--- config.mk ---
export PLATFORM = sky130hd
export DESIGN_NAME = stepper_ramp_ctrl
export DESIGN_NICKNAME = d
export VERILOG_FILES = /design/src/rtl/stepper_pkg.sv /design/src/rtl/step_timer.sv /design/src/rtl/stepper_ramp_ctrl.sv
export SDC_FILE = /design/constraint.sdc
export NUM_CORES = 1
export LEC_CHECK = 0
export CAP_MARGIN = 0
export CORE_UTILIZATION = 35
export DETAILED_ROUTE_END_ITERATION = 10
export SLEW_MARGIN = 20
export SYNTH_ARGS = -nofsm -noshare
export SYNTH_HDL_FRONTEND = slang
export SYNTH_SLANG_ARGS = --single-unit
--- constraint.sdc ---
create_clock -name i_clk -period 6.79 [get_ports i_clk]
set_input_delay 1.358 -clock i_clk [delete_from_list [all_inputs] [get_ports i_clk]]
set_output_delay 1.358 -clock i_clk [all_outputs]
set_load 0.02 [all_outputs]
--- src/rtl/stepper_pkg.sv ---
// Shared state type and default timing constants for the stepper ramp controller.
package stepper_pkg;

    localparam int unsigned CLK_HZ           = 50_000_000;
    localparam int unsigned DEF_START_PERIOD = 50_000;
    localparam int unsigned DEF_MIN_PERIOD   = 5_000;
    localparam int unsigned DEF_ACCEL_DEC    = 500;

    typedef enum logic [2:0] {
        StIdle,
        StAccel,
        StCruise,
        StDecel,
        StFinish
    } state_e;

    function automatic logic is_motion(input state_e s);
        return (s == StAccel) || (s == StCruise) || (s == StDecel);
    endfunction

endpackage

--- src/rtl/step_timer.sv ---
// Loadable down-counter; o_zero flags the enabled cycle in which the count sits at zero.
module step_timer
    import stepper_pkg::*;
#(
    parameter int unsigned PERIOD_W = 24
) (
    input  logic                i_clk,
    input  logic                i_rst_n,
    input  logic                i_load,
    input  logic [PERIOD_W-1:0] i_load_val,
    input  logic                i_en,
    output logic                o_zero
);

    logic [PERIOD_W-1:0] r_count;

    always_ff @(posedge i_clk or negedge i_rst_n) begin
        if (!i_rst_n) begin
            r_count <= '0;
        end else if (i_load) begin
            r_count <= i_load_val;
        end else if (i_en && (r_count != '0)) begin
            r_count <= r_count - 1'b1;
        end
    end

    assign o_zero = i_en && (r_count == '0);

endmodule

--- src/rtl/stepper_ramp_ctrl.sv ---
// Trapezoidal-ramp stepper motion controller: accepts a move, paces single-cycle
// step pulses from a down-counter and tracks signed position.
module stepper_ramp_ctrl
    import stepper_pkg::*;
#(
    parameter int unsigned PERIOD_W     = 24,
    parameter int unsigned START_PERIOD = DEF_START_PERIOD,
    parameter int unsigned MIN_PERIOD   = DEF_MIN_PERIOD,
    parameter int unsigned ACCEL_DEC    = DEF_ACCEL_DEC,
    parameter int unsigned CNT_W        = 16,
    parameter int unsigned POS_W        = 32
) (
    input  logic             i_clk,
    input  logic             i_rst_n,
    input  logic             i_cmd_valid,
    output logic             o_cmd_ready,
    input  logic [CNT_W-1:0] i_cmd_steps,
    input  logic             i_cmd_dir,
    input  logic             i_abort,
    output logic             o_step,
    output logic             o_dir,
    output logic             o_busy,
    output logic             o_done,
    output logic [POS_W-1:0] o_position
);

    localparam logic [PERIOD_W-1:0] P_START = PERIOD_W'(START_PERIOD);
    localparam logic [PERIOD_W-1:0] P_MIN   = PERIOD_W'(MIN_PERIOD);
    localparam logic [PERIOD_W-1:0] P_DEC   = PERIOD_W'(ACCEL_DEC);

    state_e              r_state, w_state_s;
    logic                r_ready, r_dir, r_busy, r_done;
    logic [CNT_W-1:0]    r_rem, r_ramp, w_rem_s, w_ramp_s;
    logic [PERIOD_W-1:0] r_period, w_period_s, w_load_val;
    logic [PERIOD_W:0]   w_period_up, w_period_dn;
    logic [POS_W-1:0]    r_position;
    logic                w_accept, w_zero, w_load, w_to_finish;

    assign w_accept    = (r_state == StIdle) && r_ready && i_cmd_valid;
    assign w_period_up = {1'b0, r_period} + {1'b0, P_DEC};
    assign w_period_dn = {1'b0, r_period} - {1'b0, P_DEC};

    // Effect of a step pulse alone; the abort clamp is layered on afterwards.
    always_comb begin
        w_state_s  = r_state;
        w_rem_s    = r_rem;
        w_ramp_s   = r_ramp;
        w_period_s = r_period;
        if (w_zero) begin
            w_rem_s = r_rem - 1'b1;
            if (w_rem_s == '0) begin
                w_state_s = StFinish;
            end else if (w_rem_s <= r_ramp) begin
                w_state_s  = StDecel;
                w_ramp_s   = r_ramp - 1'b1;
                w_period_s = (w_period_up > {1'b0, P_START}) ? P_START
                                                             : w_period_up[PERIOD_W-1:0];
            end else if (r_state == StAccel) begin
                w_ramp_s   = r_ramp + 1'b1;
                w_period_s = (w_period_dn[PERIOD_W] || (w_period_dn[PERIOD_W-1:0] < P_MIN))
                             ? P_MIN : w_period_dn[PERIOD_W-1:0];
                if (w_period_s == P_MIN) begin
                    w_state_s = StCruise;
                end
            end
        end
    end

    // An abort with no ramp left to unwind finishes without further steps.
    assign w_to_finish = (w_state_s == StFinish) || (i_abort && (w_ramp_s == '0));
    assign w_load      = w_accept || w_zero;
    assign w_load_val  = w_accept ? (P_START - 1'b1) : (w_period_s - 1'b1);

    step_timer #(
        .PERIOD_W (PERIOD_W)
    ) u_step_timer (
        .i_clk      (i_clk),
        .i_rst_n    (i_rst_n),
        .i_load     (w_load),
        .i_load_val (w_load_val),
        .i_en       (is_motion(r_state)),
        .o_zero     (w_zero)
    );

    always_ff @(posedge i_clk or negedge i_rst_n) begin
        if (!i_rst_n) begin
            r_state    <= StIdle;
            r_ready    <= 1'b0;
            r_dir      <= 1'b0;
            r_busy     <= 1'b0;
            r_done     <= 1'b0;
            r_rem      <= '0;
            r_ramp     <= '0;
            r_period   <= '0;
            r_position <= '0;
        end else begin
            r_done <= 1'b0;
            case (r_state)
                StIdle: begin
                    r_ready <= 1'b1;
                    if (w_accept) begin
                        r_ready  <= 1'b0;
                        r_dir    <= i_cmd_dir;
                        r_rem    <= i_cmd_steps;
                        r_period <= P_START;
                        r_ramp   <= '0;
                        if (i_cmd_steps == '0) begin
                            r_state <= StFinish;
                            r_done  <= 1'b1;
                        end else begin
                            r_state <= StAccel;
                            r_busy  <= 1'b1;
                        end
                    end
                end
                StFinish: begin
                    r_state <= StIdle;
                    r_ready <= 1'b1;
                end
                default: begin
                    r_rem    <= w_rem_s;
                    r_ramp   <= w_ramp_s;
                    r_period <= w_period_s;
                    r_state  <= w_state_s;
                    if (w_zero) begin
                        r_position <= r_dir ? (r_position + 1'b1) : (r_position - 1'b1);
                    end
                    if (w_to_finish) begin
                        r_state <= StFinish;
                        r_done  <= 1'b1;
                        r_busy  <= 1'b0;
                    end else if (i_abort) begin
                        r_state <= StDecel;
                        r_rem   <= (w_rem_s < w_ramp_s) ? w_rem_s : w_ramp_s;
                    end
                end
            endcase
        end
    end

    assign o_cmd_ready = r_ready;
    assign o_step      = w_zero;
    assign o_dir       = r_dir;
    assign o_busy      = r_busy;
    assign o_done      = r_done;
    assign o_position  = r_position;

endmodule

==> flow_summary.yaml, run 1 <==
# generated from flow reports
synthesis:
  netlist_instances: 1470
  ff_type: "dfrtp_1"
  synth_flops: 119
  yosysUniqueCellTypes: 88
  async_flop_share_pct: 100
  common_cells: "a21oi_1, o21ai_0, nand2_1, dfrtp_1, nor2_1"
  yosysChipArea_sq_um: 11400
  fp_nets: 1562
  yosysMostFrequentCell: "a21oi_1"
  mappedNetlistArea_sq_um: 11400
die:
  die_width_microns: 182
  die_h_microns: 182
  rows: 65
  die_area_sq_um: 33300
cells_and_area:
  fin_nets: 1591
  layout_top_cells: "a21oi_1, o21ai_0, nand2_1"
  final_common_cell: "a21oi_1"
job:
  warning_count: 30
  drv_cap: 0
critical_path:
  crit_fanout: 14
  crit_family: "simple AND/OR/NAND/NOR gates"
placed_design:
  dp_cells: 1912
  dp_hpwl_mm: 28.1
  numPortBuffers: 57
final_timing:
  period_used_pct: 94.1
  slew_violations: 0
  fin_crit_ns: 6.39
  fmax_ghz: 0.157
pwr:
  leakagePower_nw: 5.17
  power.density_nw_per_um2: 355
clocking:
  postCtsSetupBuffers: 0
  cts_resized: 0
worst_hold_path:
  hold_path_depth: 2
global_routing:
  use_met3_pct: 3.69
  grt.met1_usage_pct: 32.0
  grt_max_degree: 82
status:
  status: "complete, no violations"
[run 1: cells by family after synthesis]
kind of cell / Yosys count / share of synthesized area (%)
AND-OR/OR-AND: 463 / 25.9
XOR/XNOR: 98 / 7.54
adder cells (fa/ha/maj): 71 / 7.86
buffers and inverters: 158 / 5.54
flip-flops: 119 / 26.1
multiplexers: 20 / 1.83
AND/OR/NAND/NOR: 541 / 25.2
[run 1: per-stage QoR]
stage	setup WS [ns]	power [mW]	hold slack (ns)	instance area, sq um
floorplan	0.439	2.80	0.453	11400
global placement	0.241	3.44	0.482	12500
detailed placement	0.0352	3.48	0.492	12500
CTS	0.0149	4.63	0.506	13200
global route	0.000498	5.04	0.530	13200
finish	0.403	4.70	0.495	13200
[run 1: final cells by class]
class / instances / area (sq um)
inverter: 63 / 236
timing repair buffer: 105 / 941
fill: 3225 / 18600
multi-input combinational: 1193 / 7830
clock inverter: 12 / 270
tap: 435 / 544
clock buffer: 19 / 443
sequential: 119 / 2980
[run 1: state kept, by name, indices dropped and copies added, names as in the netlist]
register	cells
r_rem	16
r_state	3
o_dir	1
u_step_timer.r_count	24
o_done	1
o_position	32
o_busy	1
r_period	24
r_ramp	16
o_cmd_ready	1
[run 1: power groups by stage]
stage / Combinational (mW) / Clock, mW / Sequential, mW
after floorplan: 1.75 / 0 / 1.05
after global placement: 2.16 / 0 / 1.28
after detailed placement: 2.19 / 0 / 1.29
after CTS: 2.21 / 1.15 / 1.27
after global routing: 2.53 / 1.18 / 1.33
final: 2.28 / 1.13 / 1.29
[run 1: routing by layer]
| metal | up-vias | share of wire (%) |
|---|---|---|
| met4 | 0 | 2.6 |
| met1 | 5605 | 46 |
| met2 | 380 | 46 |
| met5 | - | 0 |
| li1 | 5557 | - |
| met3 | 70 | 6.1 |
run_1/congestion_map.png
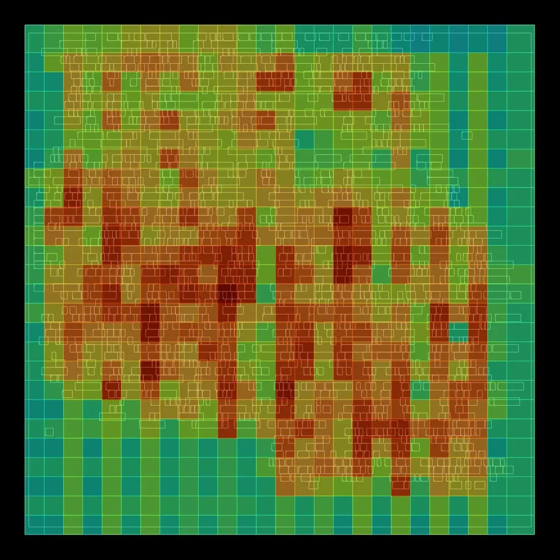
DR WL/cell: 19.5 microns
layer with the highest usage: met2
gr usage total: 23.4%

run_1/ff_map.png
Scale bar: 50 microns. Other sequential cells in the stronger grey, the rest of the logic in the fainter grey.
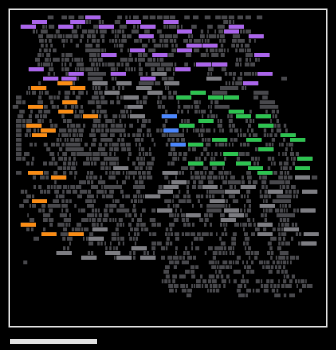
[orange] r_rem | sequential cells: 16
[blue] r_state | sequential cells: 3
[green] u_step_timer.r_count | sequential cells: 24
[purple] o_position | sequential cells: 32 | where: a band across the top
not coloured: 44
Register Area: 2980 sq um
final core occ: 41.6%
proportion of cell area occupied by registers: 22.5%

run_1/m3.png
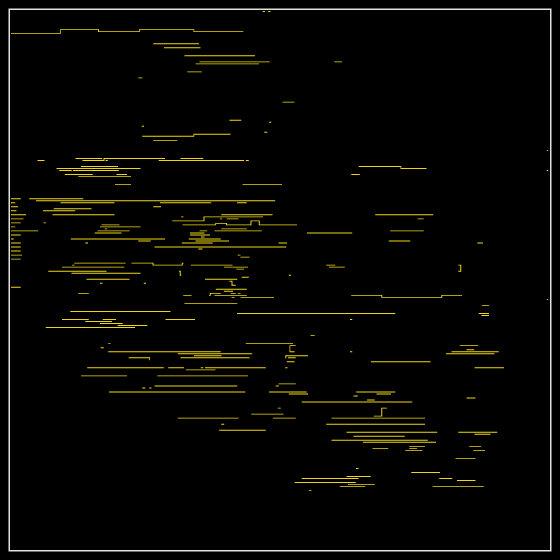
wire length on this layer: 2320 microns
longest straight run: 80.5 microns
share of all routed wire: 6.1%

run_1/m2.png
Scale bar: 50 microns.
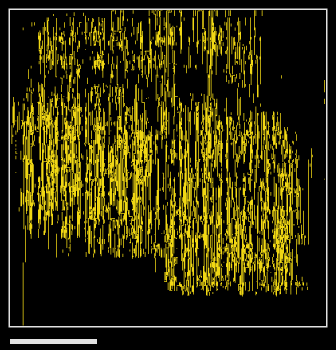

--- run 2 (diff from run 1) ---
--- a/config.mk
+++ b/config.mk
@@ -8,6 +8,7 @@
 export CAP_MARGIN = 0
 export CORE_UTILIZATION = 35
 export DETAILED_ROUTE_END_ITERATION = 10
+export RECOVER_POWER = 25
 export SLEW_MARGIN = 20
 export SYNTH_ARGS = -nofsm -noshare
 export SYNTH_HDL_FRONTEND = slang
run_2/m2.png
Scale bar: 50 microns.
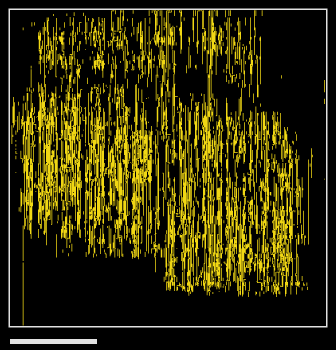
longest straight run: 66.0 microns
main direction: vertical
nets with wire on the layer: 1302
share of all routed wire: 46%

==> run 2 against run 1 <==
Effect of this change: the run now ends with capacitance limit, slew limit left; clock skew barely moved; synthesized area did not move; clock power barely moved; die area did not move; maximum frequency barely moved; critical path type unchanged.
==> flow_summary.yaml, run 2 <==
# generated from flow reports
status:
  status: "finished with violations"
  failed_checks: "capacitance limit, slew limit"
synthesis:
  fp_nets: 1562
  yosysChipArea_sq_um: 11400
  netlist_instances: 1470
  synth_flops: 119
  common_cells: "a21oi_1, o21ai_0, nand2_1, dfrtp_1, nor2_1"
  async_flop_share_pct: 100
  yosysMostFrequentCell: "a21oi_1"
final_timing:
  fmax_ghz: 0.157
  fin_ws_ns: 0.409
  fin_crit_ns: 6.38
  slew_violations: 122
  holdWs_ns: 0.495
job:
  drv_cap: 2
  warning_count: 30
cells_and_area:
  sh_seq_area_pct: 22.5
  logic_area_sq_um: 7830
  flop_area_sq_um: 2980
  nonClkBufAreaFrac_pct: 7.03
  dominant_cells: "multi-input combinational cells"
  clk_share_pct: 5.39
  fillers: 3226
  n_all_buffers: 105
  final_cell_area_sq_um: 13200
  layout_top_cells: "a21oi_1, o21ai_0, nand2_1"
  n_all_inverters: 63
  seq_cells: 119
  fin_nets: 1591
  finish.utilization_pct: 41.6
die:
  die_h_microns: 182
  taps: 435
  rows: 65
  die_area_sq_um: 33300
clocking:
  postCtsSetupBuffers: 0
global_routing:
  grt_max_degree: 82
  grtUsageTotal_pct: 23.4
placed_design:
  place_area_sq_um: 12500
  dp_hpwl_mm: 28.1
  dp_cells: 1912
pwr:
  power.density_nw_per_um2: 356
  p_total_mw: 4.71
-- run 2: cell types whose count changed in the layout (fill, tap and decap cells not counted), sizes merged --
cell           change
buf                -3
clkbuf             +3
clkdlybuf4s50      -1
diode              +1
dlygate4sd3        +1
-- run 2: worst paths after layout --
path	start	endpoint	slack, ns	cells past startpoint
min in group asynchronous	i_rst_n	r_rem[13]	1.93	1
worst min-delay path	u_step_timer.r_count[21]	u_step_timer.r_count[21]	0.49	2
max in group asynchronous	i_rst_n	o_position[28]	1.77	2
worst min register to register	u_step_timer.r_count[21]	u_step_timer.r_count[21]	0.49	2
worst max register to register	r_rem[0]	r_rem[15]	0.41	27
worst max-delay path	r_rem[0]	r_rem[15]	0.41	27
-- run 2: cell families after synthesis --
| kind of cell | synth area share, % |
|---|---|
| AND/OR/NAND/NOR | 25.2 |
| AND-OR/OR-AND | 25.9 |
| buffers and inverters | 5.54 |
| flip-flops | 26.1 |
| XOR/XNOR | 7.54 |
| adder cells (fa/ha/maj) | 7.86 |
| multiplexers | 1.83 |
-- run 2: report_power, final --
part / leakage, nW / switching [mW] / internal (mW) / total (mW)
combinational: 3.39 / 1.35 / 0.930 / 2.28
clock: 0.344 / 0.361 / 0.772 / 1.13
sequential: 1.43 / 0.393 / 0.898 / 1.29
total: 5.16 / 2.11 / 2.60 / 4.71
-- run 2: critical path: cells and delay by family (launching register included) --
family,cells,cell delay [ns]
buffers and inverters,2,0.30
AOI/OAI and AO/OA,11,1.87
DFF,1,0.48
xor gates and xnor gates,1,0.20
and+or+nand+nor,11,2.91
adders and majority gates,2,0.46
-- run 2: routing by layer --
metal	track usage, %	part of all wire [%]
met1	32.0	46
met2	37.5	46
met3	3.69	5.9
met4	8.07	2.4
met5	0	0
--- run 3 (diff from run 2) ---
--- a/config.mk
+++ b/config.mk
@@ -5,7 +5,7 @@
 export SDC_FILE = /design/constraint.sdc
 export NUM_CORES = 1
 export LEC_CHECK = 0
-export CAP_MARGIN = 0
+export CAP_MARGIN = 20
 export CORE_UTILIZATION = 35
 export DETAILED_ROUTE_END_ITERATION = 10
 export RECOVER_POWER = 25
run_3/m2.png
Scale bar: 50 microns.
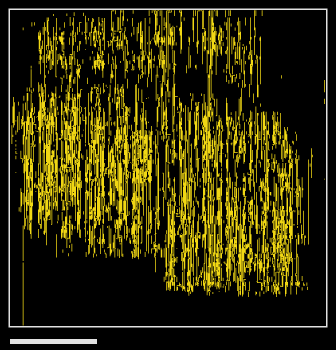
wire length on this layer: 17500 microns
longest straight run: 66.0 microns
Vias: 11.6k
GR Util met2: 37.5%
final wirelength: 38.1 mm

==> run 3 against run 2 <==
Effect of this change: the flow still finishes with violations (capacitance limit, slew limit); maximum frequency is the same; die area stayed put; register-to-register slack barely moved; clock power barely moved; via count did not move; critical path type unchanged; synthesized area is the same; worst hold slack is the same.
==> flow_summary.yaml, run 3 <==
# generated from flow reports
status:
  failed_checks: "capacitance limit, slew limit"
  status: "finished with violations"
synthesis:
  muxShareOfSynthArea_pct: 1.83
  synth_flops: 119
  yosysUniqueCellTypes: 88
  synth.logic.top_family: "AND-OR/OR-AND gates"
critical_path:
  crit_fanout: 14
  cp_num_buf_inv: 2
  startpoint: "r_rem[0]"
  r2r_cells: 27
  crit_path_end: "r_rem[15]"
pwr:
  power_frac_seq_pct: 27.4
  intPower_mw: 2.60
  power.density_nw_per_um2: 356
  p_total_mw: 4.71
  p_comb_share_pct: 48.5
  p_clk_share_pct: 24.1
  leakagePower_nw: 5.16
clocking:
  cts_resized: 0
  postCtsSetupBuffers: 0
final_timing:
  fmax_ghz: 0.157
  slew_violations: 122
  fin_ws_ns: 0.409
  holdWs_ns: 0.495
  period_used_pct: 94.0
placed_design:
  dp_hpwl_mm: 28.1
  dp_cells: 1912
  pre_cts_slack_ns: 0.0352
  numPortBuffers: 57
job:
  warning_count: 30
  drv_cap: 2
cells_and_area:
  fin_nets: 1591
  largest_reg_flops: 32
  final_cell_area_sq_um: 13200
global_routing:
  use_met3_pct: 3.69
die:
  die_area_sq_um: 33300
run 3: cell counts after synthesis:
No cell type changed its count.
run 3: kinds of logic (layout without fill, tap and decap cells):
family / after synthesis / in the layout
xor gates and xnor gates: 98 / 98
adders and majority gates: 71 / 71
and+or+nand+nor: 541 / 541
other: 0 / 1
DFF: 119 / 119
AOI/OAI and AO/OA: 463 / 463
muxes: 20 / 20
buffers and inverters: 158 / 199
run 3: power by group through the flow:
stage / Combinational (mW) / Clock, mW / Sequential (mW)
after global routing: 2.53 / 1.18 / 1.33
after CTS: 2.21 / 1.15 / 1.27
after floorplan: 1.75 / 0 / 1.05
final: 2.28 / 1.13 / 1.29
after detailed placement: 2.19 / 0 / 1.29
after global placement: 2.16 / 0 / 1.28
run 3: routing by layer:
metal / part of all wire [%] / wire length (microns)
met1: 46 / 17500
met2: 46 / 17500
met3: 5.9 / 2230
met4: 2.4 / 901
met5: 0 / 0
run 3: worst min path at each step:
stage                             startpoint                       end  slack, ns  cells past startpoint
global placement    u_step_timer.r_count[22]  u_step_timer.r_count[22]       0.48                      2
finish              u_step_timer.r_count[21]  u_step_timer.r_count[21]       0.49                      2
CTS                 u_step_timer.r_count[21]  u_step_timer.r_count[21]       0.51                      2
global route         u_step_timer.r_count[5]   u_step_timer.r_count[5]       0.53                      2
floorplan           u_step_timer.r_count[21]  u_step_timer.r_count[21]       0.45                      2
detailed placement  u_step_timer.r_count[22]  u_step_timer.r_count[22]       0.49                      2
run 3: area by class of cell:
type	instances	area [sq um]	area share [%]
Antenna cell	1	2.50	0.0189
Clock buffer	19	443	3.35
Clock inverter	12	270	2.04
Inverter	63	236	1.79
Multi-Input combinational cell	1193	7830	59.2
Sequential cell	119	2980	22.5
Tap cell	435	544	4.11
Timing Repair Buffer	105	931	7.03
Power and IR drop assume default switching activity.
